[src/rtl/mips_pkg.sv]
// Shared types and constants for the fetch stage.
package mips_pkg;

  localparam int WORD_W      = 32;
  localparam int INSTR_BYTES = 4;

  // Default fetch address after reset.
  localparam logic [WORD_W-1:0] RESET_VECTOR = 32'h0000_0000;

  // One prefetch queue entry: the instruction word and the address it came from.
  typedef struct packed {
    logic [WORD_W-1:0] instr;
    logic [WORD_W-1:0] pc;
  } fetch_entry_t;

  typedef enum logic [0:0] {
    BOOT  = 1'b0,
    FETCH = 1'b1
  } fetch_state_t;

  // Next sequential instruction address; wraps modulo 2^32.
  function automatic logic [WORD_W-1:0] next_word_addr(input logic [WORD_W-1:0] a);
    return a + WORD_W'(INSTR_BYTES);
  endfunction

  // Force an address onto a word boundary.
  function automatic logic [WORD_W-1:0] align_word(input logic [WORD_W-1:0] a);
    return {a[WORD_W-1:2], 2'b00};
  endfunction

endpackage

[src/rtl/instr_fetch_unit_if.sv]
// Instruction-memory request/response channel between the fetch unit and memory.
interface instr_fetch_unit_if;
  import mips_pkg::*;

  logic              req_valid;
  logic              req_ready;
  logic [WORD_W-1:0] req_addr;
  logic              rsp_valid;
  logic [WORD_W-1:0] rsp_data;

  // Fetch unit side: issues addresses, receives instruction words.
  modport master (
    output req_valid,
    output req_addr,
    input  req_ready,
    input  rsp_valid,
    input  rsp_data
  );

  // Memory side.
  modport slave (
    input  req_valid,
    input  req_addr,
    output req_ready,
    output rsp_valid,
    output rsp_data
  );

endinterface

[src/rtl/fetch_queue.sv]
// Prefetch FIFO: DEPTH entries, wrap-around pointers, flush beats push and pop.
module fetch_queue
  import mips_pkg::*;
#(
  parameter  int DEPTH = 2,
  localparam int CNT_W = $clog2(DEPTH + 1),
  localparam int PTR_W = (DEPTH > 1) ? $clog2(DEPTH) : 1
) (
  input  logic             clk,
  input  logic             reset_n,
  input  logic             i_push,
  input  fetch_entry_t     i_push_data,
  input  logic             i_pop,
  input  logic             i_flush,
  output logic [CNT_W-1:0] o_count,
  output fetch_entry_t     o_head
);

  fetch_entry_t     r_mem [DEPTH];
  logic [PTR_W-1:0] r_wr_ptr;
  logic [PTR_W-1:0] r_rd_ptr;
  logic [CNT_W-1:0] r_count;
  logic             w_do_push;
  logic             w_do_pop;
  logic             w_empty;

  // Pointer advance with explicit wrap so non-power-of-two depths work.
  function automatic logic [PTR_W-1:0] ptr_inc(input logic [PTR_W-1:0] p);
    if (p == PTR_W'(DEPTH - 1)) begin
      return {PTR_W{1'b0}};
    end else begin
      return p + PTR_W'(1);
    end
  endfunction

  assign w_empty   = (r_count == {CNT_W{1'b0}});
  assign w_do_pop  = i_pop && !w_empty;
  // A push into a full queue is only legal when a pop frees the slot.
  assign w_do_push = i_push && ((r_count != CNT_W'(DEPTH)) || w_do_pop);

  // Pointer and occupancy bookkeeping.
  always_ff @(posedge clk) begin
    if (!reset_n || i_flush) begin
      r_wr_ptr <= {PTR_W{1'b0}};
      r_rd_ptr <= {PTR_W{1'b0}};
      r_count  <= {CNT_W{1'b0}};
    end else begin
      if (w_do_push) begin
        r_wr_ptr <= ptr_inc(r_wr_ptr);
      end
      if (w_do_pop) begin
        r_rd_ptr <= ptr_inc(r_rd_ptr);
      end
      case ({w_do_push, w_do_pop})
        2'b10:   r_count <= r_count + CNT_W'(1);
        2'b01:   r_count <= r_count - CNT_W'(1);
        default: r_count <= r_count;
      endcase
    end
  end

  // Entry storage; cleared on reset so the head reads zero afterwards.
  always_ff @(posedge clk) begin
    if (!reset_n) begin
      for (int i = 0; i < DEPTH; i++) begin
        r_mem[i] <= '{instr: 32'h0000_0000, pc: 32'h0000_0000};
      end
    end else if (w_do_push && !i_flush) begin
      r_mem[r_wr_ptr] <= i_push_data;
    end
  end

  assign o_count = r_count;
  // Head is purely a register read; empty queue presents zeros.
  assign o_head  = w_empty ? '{instr: 32'h0000_0000, pc: 32'h0000_0000} : r_mem[r_rd_ptr];

endmodule

[src/rtl/instr_fetch_unit_chk.sv]
// Invariant checker for the fetch unit's credit and drop accounting.
module instr_fetch_unit_chk #(
  parameter int DEPTH = 2,
  parameter int CNT_W = 2
) (
  input logic             clk,
  input logic             reset_n,
  input logic             i_push,
  input logic             i_pop,
  input logic             i_flush,
  input logic [CNT_W-1:0] i_count,
  input logic [CNT_W-1:0] i_outstanding,
  input logic [CNT_W-1:0] i_drop_cnt
);

  a_no_push_full: assert property (@(posedge clk) disable iff (!reset_n)
    (i_push && !i_pop && !i_flush) |-> (i_count != CNT_W'(DEPTH)));

  a_credit: assert property (@(posedge clk) disable iff (!reset_n)
    (({1'b0, i_outstanding} + {1'b0, i_count}) <= (CNT_W + 1)'(DEPTH)));

  a_drop_bound: assert property (@(posedge clk) disable iff (!reset_n)
    (i_drop_cnt <= i_outstanding));

endmodule

[src/rtl/instr_fetch_unit.sv]
// Fetch stage: sequential address generation, credit-limited memory requests,
// in-order response buffering, and redirect with stale-response dropping.
module instr_fetch_unit
  import mips_pkg::*;
#(
  parameter logic [31:0] RESET_PC = RESET_VECTOR,
  parameter int          DEPTH    = 2
) (
  input  logic                      clk,
  input  logic                      reset_n,
  instr_fetch_unit_if.master        imem,
  input  logic                      redirect_valid,
  input  logic [31:0]               redirect_pc,
  output logic                      instr_valid,
  input  logic                      instr_ready,
  output logic [31:0]               instr,
  output logic [31:0]               instr_pc,
  output logic [31:0]               instr_pcplus4
);

  localparam int CNT_W = $clog2(DEPTH + 1);

  fetch_state_t     r_state;
  fetch_state_t     w_state_nxt;
  logic             w_issue_en;
  logic [31:0]      r_fetch_pc;
  logic [31:0]      r_resp_pc;
  logic [31:0]      w_target;
  logic [CNT_W-1:0] r_outstanding;
  logic [CNT_W-1:0] r_drop_cnt;
  logic [CNT_W-1:0] w_count;
  fetch_entry_t     w_head;
  fetch_entry_t     w_push_data;
  logic             w_credit_ok;
  logic             w_req_valid;
  logic             w_req_fire;
  logic             w_rsp_take;
  logic             w_push;
  logic             w_pop;
  logic             w_instr_valid;

  // State register.
  always_ff @(posedge clk) begin
    if (!reset_n) begin
      r_state <= BOOT;
    end else begin
      r_state <= w_state_nxt;
    end
  end

  // Next state: BOOT lasts a single idle cycle, FETCH holds until reset.
  always_comb begin
    w_state_nxt = r_state;
    w_issue_en  = 1'b0;
    case (r_state)
      BOOT: begin
        w_state_nxt = FETCH;
        w_issue_en  = 1'b0;
      end
      FETCH: begin
        w_state_nxt = FETCH;
        w_issue_en  = 1'b1;
      end
      default: begin
        w_state_nxt = BOOT;
        w_issue_en  = 1'b0;
      end
    endcase
  end

  assign w_target    = align_word(redirect_pc);
  // Requests in flight plus buffered entries never exceed the queue size,
  // so every response has a slot waiting for it.
  assign w_credit_ok = ({1'b0, r_outstanding} + {1'b0, w_count}) < (CNT_W + 1)'(DEPTH);
  assign w_req_valid = w_issue_en && w_credit_ok && !redirect_valid;
  assign w_req_fire  = w_req_valid && imem.req_ready;
  // Ignore responses with nothing outstanding (leftovers from before a reset).
  assign w_rsp_take  = imem.rsp_valid && (r_outstanding != {CNT_W{1'b0}});
  assign w_push      = w_rsp_take && (r_drop_cnt == {CNT_W{1'b0}}) && !redirect_valid;
  assign w_instr_valid = (w_count != {CNT_W{1'b0}});
  assign w_pop       = w_instr_valid && instr_ready && !redirect_valid;
  assign w_push_data = '{instr: imem.rsp_data, pc: r_resp_pc};

  // Fetch/response pointers and outstanding/drop accounting.
  always_ff @(posedge clk) begin
    if (!reset_n) begin
      r_fetch_pc    <= RESET_PC;
      r_resp_pc     <= RESET_PC;
      r_outstanding <= {CNT_W{1'b0}};
      r_drop_cnt    <= {CNT_W{1'b0}};
    end else if (redirect_valid) begin
      // Everything still in flight after this cycle belongs to the old path.
      r_fetch_pc    <= w_target;
      r_resp_pc     <= w_target;
      r_outstanding <= r_outstanding - CNT_W'(w_rsp_take);
      r_drop_cnt    <= r_outstanding - CNT_W'(w_rsp_take);
    end else begin
      if (w_req_fire) begin
        r_fetch_pc <= next_word_addr(r_fetch_pc);
      end
      if (w_push) begin
        r_resp_pc <= next_word_addr(r_resp_pc);
      end
      r_outstanding <= r_outstanding + CNT_W'(w_req_fire) - CNT_W'(w_rsp_take);
      if (w_rsp_take && (r_drop_cnt != {CNT_W{1'b0}})) begin
        r_drop_cnt <= r_drop_cnt - CNT_W'(1);
      end
    end
  end

  fetch_queue #(.DEPTH(DEPTH)) u_queue (
    .clk         (clk),
    .reset_n     (reset_n),
    .i_push      (w_push),
    .i_push_data (w_push_data),
    .i_pop       (w_pop),
    .i_flush     (redirect_valid),
    .o_count     (w_count),
    .o_head      (w_head)
  );

  instr_fetch_unit_chk #(.DEPTH(DEPTH), .CNT_W(CNT_W)) u_chk (
    .clk           (clk),
    .reset_n       (reset_n),
    .i_push        (w_push),
    .i_pop         (w_pop),
    .i_flush       (redirect_valid),
    .i_count       (w_count),
    .i_outstanding (r_outstanding),
    .i_drop_cnt    (r_drop_cnt)
  );

  assign imem.req_valid = w_req_valid;
  assign imem.req_addr  = r_fetch_pc;
  assign instr_valid    = w_instr_valid;
  assign instr          = w_head.instr;
  assign instr_pc       = w_head.pc;
  assign instr_pcplus4  = w_instr_valid ? next_word_addr(w_head.pc) : 32'h0000_0000;

endmodule
[src/flat_wrapper.sv]
// flat-port wrapper written by rule: the top's interface ports become plain ports
module instr_fetch_unit_flat import mips_pkg::*;
#(
  parameter logic [31:0] RESET_PC = RESET_VECTOR,
  parameter int          DEPTH    = 2
)
  (clk, reset_n, redirect_valid, redirect_pc, instr_valid, instr_ready, instr, instr_pc, instr_pcplus4, imem_req_valid, imem_req_addr, imem_req_ready, imem_rsp_valid, imem_rsp_data);
  instr_fetch_unit_if imem_i ();
  input  logic clk;
  input  logic reset_n;
  input  logic redirect_valid;
  input  logic [31:0] redirect_pc;
  output logic instr_valid;
  input  logic instr_ready;
  output logic [31:0] instr;
  output logic [31:0] instr_pc;
  output logic [31:0] instr_pcplus4;
  output wire logic [$bits(imem_i.req_valid)-1:0] imem_req_valid;
  output wire logic [$bits(imem_i.req_addr)-1:0] imem_req_addr;
  input wire logic [$bits(imem_i.req_ready)-1:0] imem_req_ready;
  input wire logic [$bits(imem_i.rsp_valid)-1:0] imem_rsp_valid;
  input wire logic [$bits(imem_i.rsp_data)-1:0] imem_rsp_data;
  assign imem_req_valid = imem_i.req_valid;
  assign imem_req_addr = imem_i.req_addr;
  assign imem_i.req_ready = imem_req_ready;
  assign imem_i.rsp_valid = imem_rsp_valid;
  assign imem_i.rsp_data = imem_rsp_data;
  instr_fetch_unit #(.RESET_PC(RESET_PC), .DEPTH(DEPTH)) u_core (.clk(clk), .reset_n(reset_n), .imem(imem_i), .redirect_valid(redirect_valid), .redirect_pc(redirect_pc), .instr_valid(instr_valid), .instr_ready(instr_ready), .instr(instr), .instr_pc(instr_pc), .instr_pcplus4(instr_pcplus4));
endmodule
[config.mk]
export PLATFORM = sky130hd
export DESIGN_NAME = instr_fetch_unit_flat
export DESIGN_NICKNAME = d
export VERILOG_FILES = /design/src/rtl/mips_pkg.sv /design/src/rtl/instr_fetch_unit_if.sv /design/src/rtl/fetch_queue.sv /design/src/rtl/instr_fetch_unit_chk.sv /design/src/rtl/instr_fetch_unit.sv /design/src/flat_wrapper.sv
export SDC_FILE = /design/constraint.sdc
export NUM_CORES = 1
export LEC_CHECK = 0
export CORE_MARGIN = 4
export CORE_UTILIZATION = 53
export DETAILED_ROUTE_END_ITERATION = 7
export GPL_ROUTABILITY_DRIVEN = 0
export GPL_TIMING_DRIVEN = 0
export PLACE_DENSITY = 0.88
export SLEW_MARGIN = 10
export SYNTH_ARGS = -nofsm -noshare
export SYNTH_HDL_FRONTEND = slang
export SYNTH_HIERARCHICAL = 1
export SYNTH_SLANG_ARGS = --single-unit
[constraint.sdc]
create_clock -name clk -period 5.7 [get_ports clk]
set_input_delay 1.425 -clock clk [delete_from_list [all_inputs] [get_ports clk]]
set_output_delay 1.425 -clock clk [all_outputs]
set_load 0.02 [all_outputs]
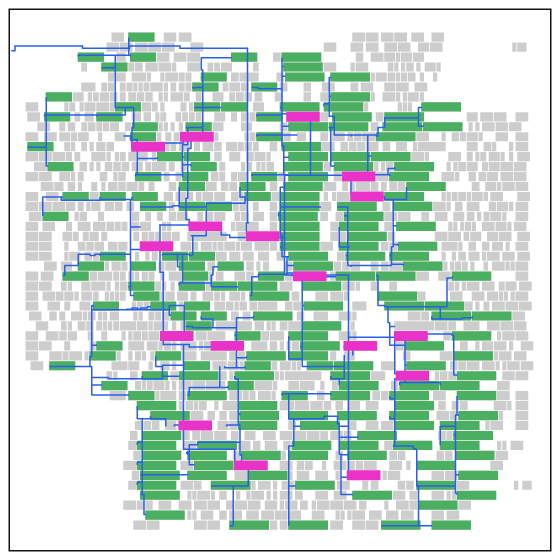
(clock wires, drivers and flops)
- green: flip-flops (count 198)
- magenta: cells driving clock nets (count 17)
- blue: clock wires (length 2000 µm)
- routed clock nets: 18
Setup Skew: 0.0148 ns
part of the total power dissipated in the clock network: 0.368
clock group power: 1.21 mW
Insertion Delay late pin: 0.44 ns

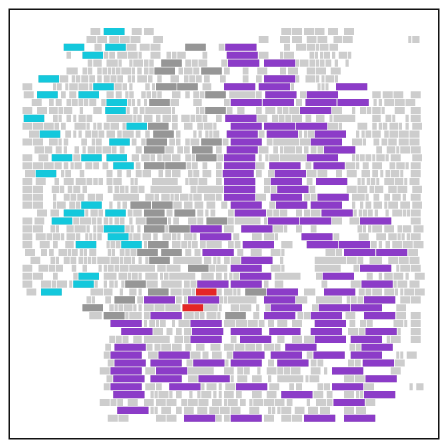
(register map, names as in the netlist)
Other sequential cells in the stronger grey, the rest of the logic in the fainter grey.
- cyan: `u_core/imem.req_addr` (sequential cells 30)
- red: `u_core/u_queue/o_count` (sequential cells 2)
- purple: `u_core/u_queue/r_mem` (sequential cells 128)
- not coloured: 38
storage element area: 5250 µm²
final core area utilization: 0.705
register share of the cell area: 0.394
power in sequential cells: 1.67 mW

==> results.txt <==
Latest figures from synthesis and place and route.

The kind of start point of the critical path is a flop. The startpoint of the worst setup timing path is u_core/u_queue/o_count[0]. The clock root buffer is clkbuf_16. The switching share of power is 0.257. The analysis reports a worst IR drop on VDD of 242 µV. The setup slack after layout is approximately 0.26 ns.

The relative contribution of combinational cells to total power is 0.123. The warning total across the stage logs is 28. The net count of the finished layout is 1320.

Of the total synthesized cell area, the portion taken by XOR and XNOR cells is 0.0577. Overall power consumption after layout is estimated at 3.28 mW. The via count of the first global-routing pass is between 8000 and 9000. Leaving out fill and tap cells, the most frequent cell in the layout is clkdlybuf4s50_1.

The count of max-cap constraint violations is 0. In the setup report, the worst path falls into the class flop to output pin. For this run, the register share of the synthesized area comes to 0.509. The total power density per cell area is between 200 and 250 nW/µm². The die is 148 µm tall. In this run, distinct cell masters in the synthesized netlist total about 60. Per the GRT congestion report, total overflow comes to 0. In this run the layout overhead on the synthesized area is reported as 29.1%. The count of flip-flops with a built-in enable after synthesis is 128. The warning tally printed by Yosys for this design is 6. The die outline area is 21800 µm². The largest fanout on the critical path is 10. The run finished with clean final reports.

The required time at the worst endpoint is listed as 4.28 ns. Per the OpenROAD floorplan log, the width of the die is roughly 150 µm. Among all flip-flop cells after synthesis, the most frequent one is edfxtp_1. The number of detailed-routing iterations run before antenna repair is 5.

The standard cell core area is 18900 µm². The yosys-reported design area after synthesis is 10300 µm². The fraction of post-synthesis cell area in the top cell type by area is 0.373. The quantity of I/O buffers inserted on ports is 195. Per the finish-stage timing summary, setup violations number 0. The number of buffers created by CTS is 17.

The number of cells in the yosys synthesis report is 1020. The number of antenna violations at the first check in global routing is 0. The pin closest to its max-slew limit shows a slew of 1.06 ns. Per the CTS log, the maximum H-tree level is 4. The cell-mix breakdown from Yosys lists the compound-gate area share as 0.0797.

The violation tally recorded at the end of detailed-routing iteration 0 is approximately 760. The floorplan step records an initial core utilization of 0.546. The maximum operating frequency is ~0.18 GHz. The final timing summary puts the cycle share of the worst path at 0.954.

The per-instance average area after synthesis is 10.1 µm². The launch point of the worst register-to-register path is recorded as u_core/u_queue/o_count[0]. The tightest min-delay check is of the flop to flop type. The fraction of final layout cells with drive strength greater than 1 is 0.0646. The pre-CTS setup slack is 0.379 ns.

The first global-routing pass estimated 43.5 mm of wire. The number of placed instances, taps included, is 1482. According to the timing report, the critical path is captured at instr_pcplus4[19]. The portion of synthesized area spent on multiplexers is 0.0665. Once detailed placement completed, the half-perimeter wirelength came to 19.8 mm.

The deepest clock path buffer count is 2. After synthesis, the cell types taking the most area are edfxtp_1 37%, dfxtp_1 14%, and2_1 8.2%. The detail-routed net length per standard cell is roughly 18 µm. The kind of end point of the critical path is an output pin.

The sequential group share of total power is 0.509. Entering global routing, the biggest net connects approximately 56 pins. For the worst reg-to-reg path, the endpoint reported by OpenROAD is u_core/r_outstanding[1]. The count of mapped cells out of synthesis is 1020. The data arrival time reported for the critical path is 4.01 ns. The fraction of registers with async set/reset is 0. The timing report gives the worst reg2reg path a setup slack of 1.49 ns. The count of cells along the worst register-to-register path is 14. The instance area after placement is 12700 µm². The simple logic cell fraction of the synthesized area is 0.236. After detailed routing, the number of remaining DRC violations is 0. In the final report, the number of pins over their slew limit comes to 0. The hold violation count in the final report is 0. TritonCTS reports the number of clock sinks as 198. The switching power is ~0.84 mW.

The leakage power summed over all cells is 4.54 nW. The fraction of the mapped netlist area in adder cells is 0.0116. The tightest slew margin relative to the limit is 0.294.

In the layout the commonest cells are 195 x clkdlybuf4s50_1, 136 x and2_1, 128 x edfxtp_1. Using the TritonRoute via totals, the vias-per-cell ratio works out to 5.73. In the CTS report, the clock slew at the register clock pins of the worst setup and hold paths is listed as 0.07 ns.

The synthesis-stage register bit count is 198. The post-CTS setup repair buffer count is 0. The internal power contribution is 2.44 mW. The total global-route track usage is 0.248.
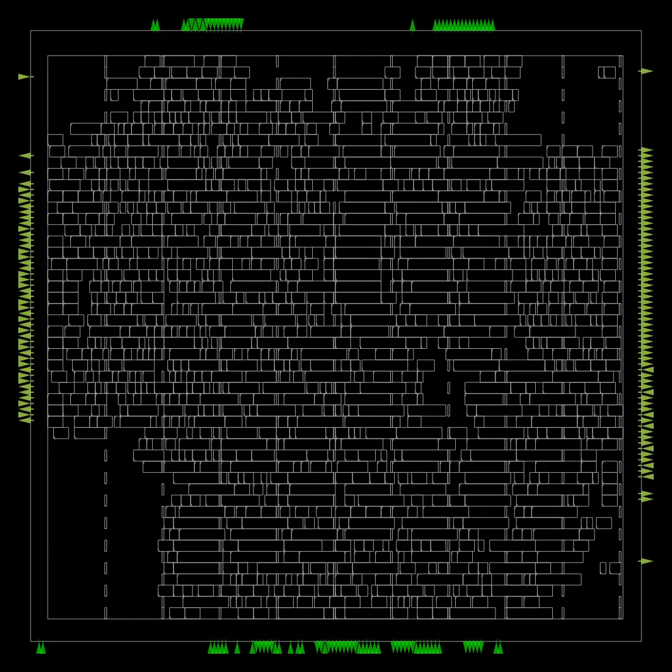
(placement view)
fill count: 1388
fin cells: 1514
row cnt: 50
number of tap cells added at floorplan: 260

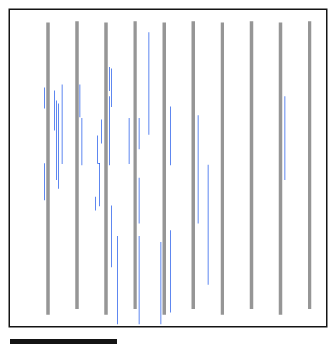
(signal wires on met4)
The bar under the picture is 50 µm long. Supply wires on this layer in grey.
- main direction: vertical
- share of all routed wire: 2.8%
- longest straight run: 55.8 µm
vias after detailed routing: 8679
aggregate routed wire length: 27.3 mm

==> worst min-delay path by stage <==
stage | start | end | slack (ns) | cells after the start
2_1_floorplan | u_core/u_queue/r_rd_ptr | flop | 0.47 | 2
3_3_place_gp | u_core/u_queue/r_rd_ptr | u_core/u_queue/r_rd_ptr | 0.48 | 2
3_5_place_dp | u_core/u_queue/r_rd_ptr | flop | 0.50 | 2
4_1_cts | u_core/u_queue/r_rd_ptr | flop | 0.52 | 2
5_1_grt | u_core/u_queue/r_rd_ptr | flop | 0.55 | 2
6_report | u_core/u_queue/r_rd_ptr | flop | 0.53 | 2
==> cell families (layout without fill, tap and decap cells) <==
family,after synthesis,count (layout)
AOI/OAI and AO/OA,141,141
xor gates and xnor gates,68,68
adders and majority gates,9,9
buffers and inverters,80,309
DFF,198,198
muxes,68,68
other,1,6
and+or+nand+nor,455,455
==> per-layer routing <==
layer / routed length [µm] / vias to the layer above / global-route usage
li1: - / 4061 / -
met1: 11200 / 4084 / 0.316
met2: 13200 / 471 / 0.422
met3: 2200 / 63 / 0.0435
met4: 767 / 0 / 0.0983
met5: 0 / - / 0
==> cell usage after synthesis, types with 18 or more instances <==
master,count
and2_1,136
edfxtp_1,128
nor2_1,121
dfxtp_1,70
mux2i_1,64
a21oi_1,55
nand2_1,53
xor2_1,48
o21ai_0,43
clkbuf_1,38
nand3_1,35
nand4_1,35
xnor2_1,20
and3_1,19
inv_1,18
==> timing repair <==
item	CTS	global route
setup endpoints to repair	10	18
resized	1	11
hold buffers	0	0
==> cell type report <==
cell class	count	area [µm²]	share of cell area
clock buffers	17	425	0.0319
inverters	19	71.3	0.00536
multi-input cells	747	4740	0.356
clock inverters	15	168	0.0126
well taps	260	325	0.0244
repair buffers	197	2010	0.151
flip-flops and latches	198	5250	0.394
plain buffers	61	338	0.0254
==> power groups by stage <==
| stage | clock, mW | combinational, mW | sequential [mW] |
|---|---|---|---|
| 2_1_floorplan | 0 | 0.209 | 1.70 |
| 3_3_place_gp | 0 | 0.377 | 1.70 |
| 3_5_place_dp | 0 | 0.394 | 1.70 |
| 4_1_cts | 1.21 | 0.399 | 1.67 |
| 5_1_grt | 1.28 | 0.437 | 1.68 |
| 6_report | 1.21 | 0.404 | 1.67 |
==> flip-flops by register name (all words and copies together) (netlist names), named ones only <==
name and cells:
u_core/u_queue/r_mem 128, u_core/imem.req_addr 30, u_core/r_resp_pc 30, u_core/r_drop_cnt 2
u_core/r_outstanding 2, u_core/u_queue/o_count 2, u_core/r_state 1, u_core/u_queue/r_rd_ptr 1
u_core/u_queue/r_wr_ptr 1
==> worst max-delay path, cell delays in order, from the launching register on <==
cell	delay, ns
dfxtp_1	0.49
nor2_1	0.31
clkbuf_1	0.33
nor2_1	0.46
nand3_1	0.32
nor4_2	0.57
nand3_1	0.19
xor2_1	0.18
nor2_1	0.10
clkdlybuf4s50_1	0.63
==> metrics by stage <==
step	util	TNS, ns	hold slack, ns
6_report	0.705	0	0.525
5_1_grt	0.705	0	0.554
4_1_cts	0.703	0	0.520
3_5_place_dp	0.671	0	0.497
3_3_place_gp	0.667	-148.76	0.484
2_1_floorplan	-	0	0.472
Power figures rest on the tool's default switching activity, not on a simulated workload.
